### The clock network, run 1

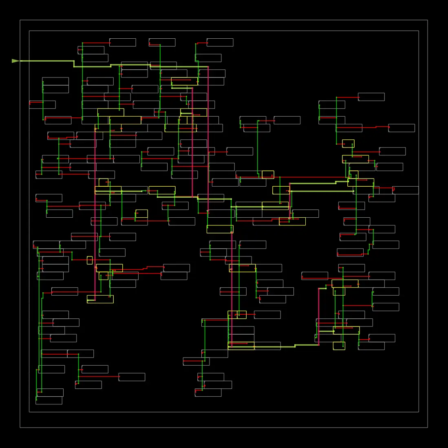
### Signal wires by layer, run 1

(3 px per um)
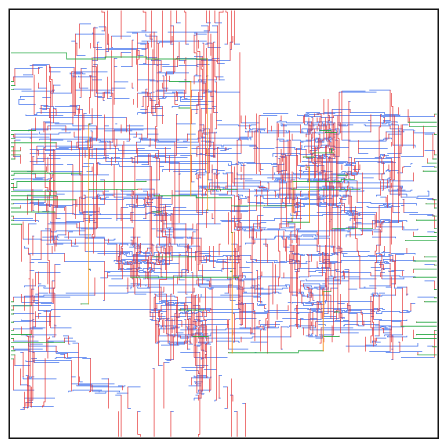
### Signal wires on met2, run 1

(2 px per um)
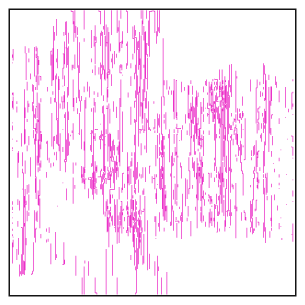
===== src/rtl/loader_pkg.sv =====
`default_nettype none
// ============================================================================
// Module      : loader_pkg
// Description : Shared types and constants for the instruction loader.
// Revision    : 1.0 - initial release
// ============================================================================
package loader_pkg;

    // Loader frame-level states
    typedef enum logic [2:0] {
        IDLE  = 3'd0,
        LEN0  = 3'd1,
        LEN1  = 3'd2,
        DATA  = 3'd3,
        CHECK = 3'd4,
        DONE  = 3'd5,
        ERROR = 3'd6
    } loader_state_t;

    // Bytes per instruction word and bytes in the length header
    localparam int WORD_BYTES = 4;
    localparam int HDR_BYTES  = 2;

endpackage
`default_nettype wire


===== src/rtl/byte_packer.sv =====
`default_nettype none
// ============================================================================
// Module      : byte_packer
// Description : Assembles little-endian 32-bit words from a byte stream and
//               pulses o_word_valid the cycle after the fourth byte.
// Revision    : 1.0 - initial release
// ============================================================================
module byte_packer (
    input  logic        clk,
    input  logic        rst,          // asynchronous, active-low
    input  logic        i_clr,        // restart at byte index 0
    input  logic        i_en,         // accept i_data this cycle
    input  logic [7:0]  i_data,
    output logic        o_last,       // next accepted byte completes a word
    output logic [31:0] o_word,
    output logic        o_word_valid
);

    logic [1:0]  r_idx;
    logic [23:0] r_shift;
    logic [31:0] r_word;
    logic        r_word_valid;

    // Shift bytes in from the top so the first byte lands in bits [7:0]; the
    // completed word is copied to a holding register so bytes of the next
    // word accepted during the strobe cycle cannot disturb it.
    always_ff @(posedge clk or negedge rst) begin
        if (!rst) begin
            r_idx        <= 2'd0;
            r_shift      <= 24'd0;
            r_word       <= 32'd0;
            r_word_valid <= 1'b0;
        end else begin
            r_word_valid <= 1'b0;
            if (i_clr) begin
                r_idx <= 2'd0;
            end else if (i_en) begin
                r_idx <= r_idx + 2'd1;
                if (r_idx == 2'd3) begin
                    r_word       <= {i_data, r_shift};
                    r_word_valid <= 1'b1;
                end else begin
                    r_shift <= {i_data, r_shift[23:8]};
                end
            end
        end
    end

    assign o_last       = (r_idx == 2'd3);
    assign o_word       = r_word;
    assign o_word_valid = r_word_valid;

endmodule
`default_nettype wire


===== src/rtl/instr_loader.sv =====
`default_nettype none
// ============================================================================
// Module      : instr_loader
// Description : Loads a framed, checksummed program image into instruction
//               memory and holds the core in reset until the load succeeds.
// Revision    : 1.0 - initial release
// ============================================================================
module instr_loader
    import loader_pkg::*;
#(
    parameter int          MAX_WORDS = 1024,
    parameter logic [31:0] BASE_ADDR = 32'h0000_0000,
    parameter int          CNT_W     = 16
) (
    input  logic             clk,
    input  logic             rst,          // asynchronous, active-low
    input  logic             start,
    input  logic             in_valid,
    input  logic [7:0]       in_data,
    output logic             in_ready,
    output logic             mem_we,
    output logic [31:0]      mem_addr,
    output logic [31:0]      mem_wdata,
    output logic             cpu_rst,
    output logic             done,
    output logic             err,
    output logic [CNT_W-1:0] words_written
);

    loader_state_t    r_state;
    loader_state_t    w_state_next;

    logic [7:0]       r_len_lo;
    logic [CNT_W-1:0] r_len;
    logic [CNT_W-1:0] r_words;
    logic [7:0]       r_chk;
    logic [31:0]      r_mem_addr;
    logic             r_done;
    logic             r_err;
    logic             r_cpu_rst;

    logic             w_xfer;
    logic             w_start_ok;
    logic             w_pk_en;
    logic             w_pk_clr;
    logic             w_pk_last;
    logic [15:0]      w_len;
    logic [CNT_W-1:0] w_words_inc;
    logic             w_last_word;

    assign in_ready    = (r_state == LEN0) || (r_state == LEN1) ||
                         (r_state == DATA) || (r_state == CHECK);
    assign w_xfer      = in_valid && in_ready;
    assign w_start_ok  = start && ((r_state == IDLE) || (r_state == DONE) ||
                                   (r_state == ERROR));
    assign w_len       = {in_data, r_len_lo};
    assign w_words_inc = r_words + CNT_W'(1);
    assign w_pk_en     = w_xfer && (r_state == DATA);
    assign w_pk_clr    = w_start_ok || (w_xfer && (r_state == LEN1));
    assign w_last_word = w_pk_last && (w_words_inc == r_len);

    byte_packer u_packer (
        .clk          (clk),
        .rst          (rst),
        .i_clr        (w_pk_clr),
        .i_en         (w_pk_en),
        .i_data       (in_data),
        .o_last       (w_pk_last),
        .o_word       (mem_wdata),
        .o_word_valid (mem_we)
    );

    // State register
    always_ff @(posedge clk or negedge rst) begin
        if (!rst) begin
            r_state <= IDLE;
        end else begin
            r_state <= w_state_next;
        end
    end

    // Next-state logic; the FSM leaves DATA on the byte that completes the
    // last word, so the CHK byte may already arrive during that word's strobe.
    always_comb begin
        w_state_next = r_state;
        case (r_state)
            IDLE, DONE, ERROR: begin
                if (start) w_state_next = LEN0;
            end
            LEN0: begin
                if (w_xfer) w_state_next = LEN1;
            end
            LEN1: begin
                if (w_xfer) begin
                    if ({16'd0, w_len} > 32'(MAX_WORDS)) w_state_next = ERROR;
                    else if (w_len == 16'd0)             w_state_next = CHECK;
                    else                                 w_state_next = DATA;
                end
            end
            DATA: begin
                if (w_pk_en && w_last_word) w_state_next = CHECK;
            end
            CHECK: begin
                if (w_xfer) w_state_next = (in_data == r_chk) ? DONE : ERROR;
            end
            default: w_state_next = IDLE;
        endcase
    end

    // Header, word counter, write address, checksum and registered status
    always_ff @(posedge clk or negedge rst) begin
        if (!rst) begin
            r_len_lo   <= 8'd0;
            r_len      <= '0;
            r_words    <= '0;
            r_chk      <= 8'd0;
            r_mem_addr <= BASE_ADDR;
            r_done     <= 1'b0;
            r_err      <= 1'b0;
            r_cpu_rst  <= 1'b1;
        end else begin
            r_done    <= (w_state_next == DONE);
            r_err     <= (w_state_next == ERROR);
            r_cpu_rst <= (w_state_next != DONE);
            if (w_start_ok) begin
                r_words <= '0;
                r_chk   <= 8'd0;
            end
            if (w_xfer && (r_state == LEN0)) begin
                r_len_lo <= in_data;
            end
            if (w_xfer && (r_state == LEN1)) begin
                r_len      <= CNT_W'(w_len);
                r_mem_addr <= BASE_ADDR;
            end
            if (w_pk_en) begin
                r_chk <= r_chk ^ in_data;
                if (w_pk_last) begin
                    r_mem_addr <= BASE_ADDR + (32'(r_words) * 32'(WORD_BYTES));
                    r_words    <= w_words_inc;
                end
            end
        end
    end

    assign mem_addr      = r_mem_addr;
    assign cpu_rst       = r_cpu_rst;
    assign done          = r_done;
    assign err           = r_err;
    assign words_written = r_words;

endmodule
`default_nettype wire


===== config.mk =====
export PLATFORM = sky130hd
export DESIGN_NAME = instr_loader
export DESIGN_NICKNAME = d
export VERILOG_FILES = /design/src/rtl/loader_pkg.sv /design/src/rtl/byte_packer.sv /design/src/rtl/instr_loader.sv
export SDC_FILE = /design/constraint.sdc
export NUM_CORES = 1
export LEC_CHECK = 0
export ABC_CLOCK_PERIOD_IN_PS = 6700
export CAP_MARGIN = 20
export CORE_MARGIN = 3
export CORE_UTILIZATION = 35
export DETAILED_ROUTE_END_ITERATION = 16
export PLACE_DENSITY_LB_ADDON = 0.25
export SLEW_MARGIN = 25
export SYNTH_ARGS = -nofsm -noshare
export SYNTH_HDL_FRONTEND = slang
export SYNTH_HIERARCHICAL = 1
export SYNTH_SLANG_ARGS = --single-unit

===== constraint.sdc =====
create_clock -name clk -period 6.7 [get_ports clk]
set_clock_uncertainty 0.2 [all_clocks]
set_input_delay 0.67 -clock clk [delete_from_list [all_inputs] [get_ports clk]]
set_output_delay 0.67 -clock clk [all_outputs]
set_load 0.01 [all_outputs]

==> flow_metrics.env, run 1 <==
# source this file to load flow results
export IMPL_drive_gt1_share_pct=16.7
export IMPL_period_needed_ps=3200
export IMPL_largest_class="sequential cells"
export IMPL_grtUsageTotal_pct=14.9
export IMPL_remaining_drc_errors=0
export IMPL_place_inst=890
export IMPL_drtIter0Drc=189
export IMPL_cts_hold_buf=0
export IMPL_synth_top_area_share_pct=55.3
export IMPL_grt_pass1_wl_um=24000
export IMPL_hold_class="primary input to async pin"
export IMPL_synth_cell_types=56
export IMPL_drt_wl_total_um=14300
export IMPL_layout_nonclk_buf_share_pct=12.3
export IMPL_tightest_slew_ps=910
export IMPL_setup_viol=0
export IMPL_postLayoutCellArea_um2=8260
export IMPL_synth_chip_area_um2=6520
export IMPL_via_per_inst=5.01
export IMPL_ys_seq_share_pct=55.7
export IMPL_numPortBuffers=96
export IMPL_startpoint="start"
export IMPL_synth_edff_count=0
export IMPL_crit_type="primary input to register"
export IMPL_switching_share_pct=31.0
export IMPL_sh_seq_area_pct=43.9
export IMPL_cts_tree="yes"
export IMPL_dp_hpwl_um=9670
export IMPL_cts_setup_buffers=0
export IMPL_drv_slew=0
export IMPL_comb_area_share_pct=32.6
export IMPL_m1WireLength_um=6770
export IMPL_outcome="completed"
export IMPL_relSlewSlack_pct=39.0
export IMPL_globalplace_congestion=0.870
export IMPL_p_per_area_nw_per_um2=380
export IMPL_flop_area_um2=3630
export IMPL_cp_required_ps=6810
export IMPL_ys_flops=145
export IMPL_ys_top_cells_by_count="dfrtp_1 (144), nand2_1 (113), mux2_2 (63), o21ai_0 (62)"
export IMPL_grt_max_degree=61
export IMPL_timing_rr_end="u_packer/o_word[12]"
export IMPL_sequentialPowerShare_pct=42.4
export IMPL_tns_ps=0
export IMPL_synth_area_um2=6520
export IMPL_rows=49
export IMPL_cp_max_fo=33
export IMPL_log_warning_count=26
export IMPL_dieArea_um2=20300
export IMPL_internal_power_mw=2.16
export IMPL_grt_use_met1_pct=20.5
export IMPL_area_leaders="dfrtp_1 (55%), mux2_2 (11%), nand2_1 (6.5%), o21ai_0 (4.8%), xnor2_1 (2.6%)"
export IMPL_grt_busiest_layer="met2"
export IMPL_dpl_cell_area_um2=7640
export IMPL_fin_crit_sh_pct=47.8
export IMPL_switching_power_uw=974
export IMPL_endpoint_kind="register"
export IMPL_logic_gates=411
export IMPL_cp_endpoint="u_packer/o_word[12]"
export IMPL_yosys_cell_count_top_type="dfrtp_1"
export IMPL_reg2reg_from="r_state[2]"
export IMPL_final_cells=922
export IMPL_dr_max_layer_used="met4"
export IMPL_startpoint_type="primary input"
export IMPL_clock_area_share_pct=7.44
export IMPL_rsz0062_at_grt="false"
export IMPL_p_leak_nw=3.58
export IMPL_h_tree_depth=4
export IMPL_syn_avg_cell_area_um2=11.0
export IMPL_core_um2=18100
export IMPL_clkTransAtPathRegs_ps=60
export IMPL_firstDrtPassIters=4
export IMPL_nFillCells=1684
export IMPL_gr_usage_met3_pct=3.76
export IMPL_ff_type="dfrtp_1"
export IMPL_mi_logic_area_um2=2690
export IMPL_reg2reg_depth=6
export IMPL_ir_worst_vdd_mv=0.188
export IMPL_tapCellCount=229
export IMPL_clockPowerShare_pct=31.2
export IMPL_antenna_cells=0
export IMPL_met3_length_um=719
export IMPL_nets=694
export IMPL_cts_resized=0
export IMPL_nNonClkInverters=5
export IMPL_wl_met2_um=6560
export IMPL_buffers=100
export IMPL_die_h_um=142
-- 'The clock network' (at the start) --
CTS sink cnt: 145
power of the clock network: 980 uW
# clk buffers: 17
clk latency late pin: 420 ps

-- 'Signal wires by layer' (at the start) --
Blue stands for metal 1, wire length 6770 um. Orange stands for metal 4, wire length 239 um. Red stands for metal 2, wire length 6560 um. Green stands for metal 3, wire length 720 um.
wire per inst: 15.5 um
total number of vias: 4621

-- 'Signal wires on met2' (at the start) --
The layer holds 46% of the routed length. 579 nets have wire on it. The layer carries 6560 um of wire. The longest straight run is 51.7 um. The wires run mostly vertical.

[run 1: power groups by stage]
| stage | Sequential, mW | Combinational, mW | Clock, mW |
|---|---|---|---|
| 5_1_grt | 1.37 | 0.921 | 1.04 |
| 6_report | 1.33 | 0.829 | 0.980 |
| 4_1_cts | 1.33 | 0.843 | 1.01 |
| 2_1_floorplan | 1.32 | 0.501 | 0 |
| 3_5_place_dp | 1.34 | 0.837 | 0 |
| 3_3_place_gp | 1.34 | 0.809 | 0 |
[run 1: layout by cell type, fill, tap and decap left out, types with 9 or more instances in the layout]
cell,n
a21oi_1,9
and2_1,17
clkbuf_16,17
clkdlybuf4s50_1,95
dfrtp_1,144
mux2_2,63
nand2_1,112
nand3_1,10
nor2_1,19
o21ai_0,62
xnor2_1,19
xor2_1,14
[run 1: sequential cells by signal, indices dropped and copies added, names as in the netlist, 2 cells and up]
register and cells:
mem_addr 32, u_packer/o_word 32, u_packer/r_shift 24, r_len 16, words_written 16, r_chk 8
r_len_lo 8, r_state 3, u_packer/r_idx 2
[run 1: metrics by stage]
step	total power [mW]	util (%)	setup slack (ps)	hold slack, ps
2_1_floorplan	1.82	-	4270	174
3_3_place_gp	2.15	41.9	3090	269
3_5_place_dp	2.18	42.1	3080	271
4_1_cts	3.18	45.5	3530	30.4
5_1_grt	3.33	45.5	3290	50.5
6_report	3.14	45.5	3500	13.8
[run 1: critical path, stage by stage]
cell,delay (ps)
clkdlybuf4s50_1,640
nand2_1,150
nand3_1,110
o21ai_0,80
o22ai_1,460
nand3b_2,770
mux2_2,420
[run 1: cell families (layout without fill, tap and decap cells)]
logic type	count (synthesis)	count (layout)	synth area share (%)
simple gates	213	213	16.2
flops	145	145	55.7
compound gates	95	95	8.44
mux	68	68	11.7
buf+inv	39	137	3.20
xor+xnor	33	33	4.43
fa+ha+maj	2	2	0.384
### Signal wires on met3, run 1

(2 px per um) Cells faint in the background.
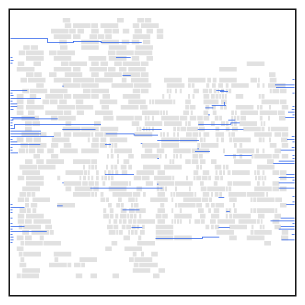

==> inputs of run 2 (changes only) <==
--- a/config.mk
+++ b/config.mk
@@ -5,7 +5,7 @@
 export SDC_FILE = /design/constraint.sdc
 export NUM_CORES = 1
 export LEC_CHECK = 0
-export ABC_CLOCK_PERIOD_IN_PS = 6700
+export ABC_CLOCK_PERIOD_IN_PS = 2800
 export CAP_MARGIN = 20
 export CORE_MARGIN = 3
 export CORE_UTILIZATION = 35
==> constraint.sdc (replaced) <==
create_clock -name clk -period 2.8 [get_ports clk]
set_clock_uncertainty 0.2 [all_clocks]
set_input_delay 0.28 -clock clk [delete_from_list [all_inputs] [get_ports clk]]
set_output_delay 0.28 -clock clk [all_outputs]
set_load 0.01 [all_outputs]
### Signal wires on met3, run 2

(2 px per um) Cells faint in the background.
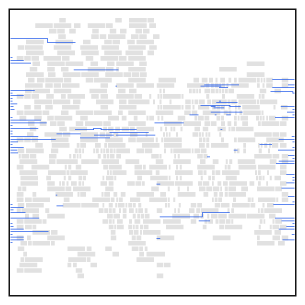
86 nets have wire on it. The layer carries 702 um of wire. The wires run mostly horizontal.
met3 usage: 3.80%
DRT Wirelength: 14900 um
total number of vias: 4706

==> flow_metrics.env, run 2 <==
# source this file to load flow results
export IMPL_outcome="completed"
export IMPL_reg2reg_depth=7
export IMPL_dpl_cell_area_um2=7830
export IMPL_endpoint_kind="register"
export IMPL_critical_path_max_stage_delay_ps=490
export IMPL_place_inst=913
export IMPL_cpMostUsedCell="o21ai_0"
export IMPL_dieArea_um2=20300
export IMPL_area_leaders="dfrtp_1 (55%), mux2_2 (11%), nand2_1 (6.5%), o21ai_0 (4.8%), xnor2_1 (2.6%)"
export IMPL_rows=49
export IMPL_hold_class="primary input to async pin"
export IMPL_ys_flops=145
export IMPL_drive_gt1_share_pct=19.2
export IMPL_cts_resized=0
export IMPL_cts_tree="yes"
export IMPL_rsz0062_at_grt="false"
export IMPL_cp_slowest_cell="nor3_1"
export IMPL_grt_pass1_wl_um=25300
export IMPL_ys_seq_share_pct=55.7
export IMPL_antenna_cells=0
export IMPL_dp_hpwl_um=10300
export IMPL_globalplace_congestion=0.843
export IMPL_flop_area_um2=3630
export IMPL_relSlewSlack_pct=48.2
export IMPL_p_leak_nw=3.71
export IMPL_clock_sinks=145
export IMPL_setup_viol=0
export IMPL_drtIter0Drc=273
export IMPL_fin_crit_sh_pct=91.1
export IMPL_synth_top_area_share_pct=55.3
export IMPL_worstSkewPairLatency_ps=420
export IMPL_cts_setup_buffers=0
export IMPL_log_warning_count=26
export IMPL_h_tree_depth=4
export IMPL_ys_sh_mux_pct=11.7
export IMPL_grt_max_degree=72
export IMPL_synth_chip_area_um2=6520
export IMPL_grtUsageTotal_pct=15.7
export IMPL_tightest_slew_ps=777
export IMPL_crit_chain="ha_1, nand3_1, nor3_1, a32oi_1, o21ai_0, and4_1, o21ai_0"
export IMPL_final_common_cell="dfrtp_1"
export IMPL_p_per_area_nw_per_um2=900
export IMPL_ys_sh_adder_pct=0.384
export IMPL_switching_power_mw=2.38
export IMPL_mi_logic_area_um2=2690
export IMPL_clockPowerShare_pct=31.0
export IMPL_drv_slew=0
export IMPL_postLayoutCellArea_um2=8460
export IMPL_timing_rr_end="r_state[0]"
export IMPL_period_needed_ps=2550
export IMPL_sequentialPowerShare_pct=41.8
export IMPL_cts_hold_buf=1
export IMPL_whs_ps=156
export IMPL_synth_simple_area_share_pct=16.2
export IMPL_clkTransAtPathRegs_ps=70
export IMPL_nFillCells=1657
export IMPL_final_cell_mix="dfrtp_1 (144), nand2_1 (113), clkdlybuf4s50_1 (95)"
export IMPL_crit_type="register to register"
export IMPL_xor_share_pct=4.43
export IMPL_routedWlPerCell_um=15.8
export IMPL_cpLargestDelayFamily="simple AND/OR/NAND/NOR gates"
export IMPL_nets=718
export IMPL_cp_required_ps=2890
export IMPL_ir_worst_vdd_mv=0.482
export IMPL_synth_edff_count=0
export IMPL_synth_area_um2=6520
export IMPL_synth_cell_types=56
### Power grid, run 2

(3 px per um) Pins as bars on the die edge. Tap cells in grey.
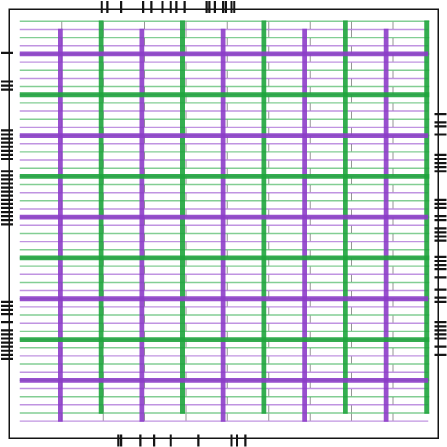
Purple stands for VSS. Green stands for VDD.
The core has 49 rows. 9 straps on met5. 97 signal pins sit on the boundary. 50 met1 rails follow the rows.

run 2: cell count changes in the layout (fill, tap and decap cells not counted), moves of 2 or more:
cell	previous run	this run
buf_4	2	24
inv_8	5	3
buf_12	0	3
clkinv_8	1	3
run 2: power by group through the flow:
| stage | Combinational (mW) | Sequential (mW) | Clock (mW) |
|---|---|---|---|
| 2_1_floorplan | 1.20 | 3.16 | 0 |
| 3_3_place_gp | 2.02 | 3.20 | 0 |
| 3_5_place_dp | 2.09 | 3.22 | 0 |
| 4_1_cts | 2.11 | 3.19 | 2.43 |
| 5_1_grt | 2.29 | 3.28 | 2.51 |
| 6_report | 2.07 | 3.18 | 2.36 |
run 2: layout make-up:
class | count | area share (%)
inverter | 5 | 0.222
sequential | 145 | 42.9
tap | 229 | 3.39
timing repair buffer | 124 | 14.3
clock inverter | 15 | 2.35
clock buffer | 17 | 5.03
multi-input combinational | 411 | 31.8
run 2: stage by stage:
| stage | power [mW] | utilization (%) | worst slack, ps |
|---|---|---|---|
| after floorplan | 4.36 | - | 551 |
| after global placement | 5.22 | 43.1 | 138 |
| after detailed placement | 5.31 | 43.1 | 132 |
| after CTS | 7.72 | 46.6 | 233 |
| after global routing | 8.09 | 46.6 | 80.9 |
| final | 7.62 | 46.6 | 249 |
run 2: worst max-delay path by stage:
stage,start,endpoint,slack [ps],cells past startpoint
after floorplan,words_written[0],r_state[1],550,7
after global placement,in_valid,words_written[13],140,6
after detailed placement,in_valid,r_state[0],130,7
final,words_written[1],r_state[0],250,7
after CTS,words_written[1],r_state[0],230,7
after global routing,words_written[1],r_state[1],80,7
run 2: routing by layer:
metal  global-route usage (%)  wire length (um)  vias to the layer above
li1                         -                 -                     2281
met2                     24.5              6900                      120
met3                     3.80               701                       19
met5                        0                 0                        -
met1                     21.3              7090                     2286
met4                     5.80               234                        0
Power is estimated from default activity; no workload was simulated.
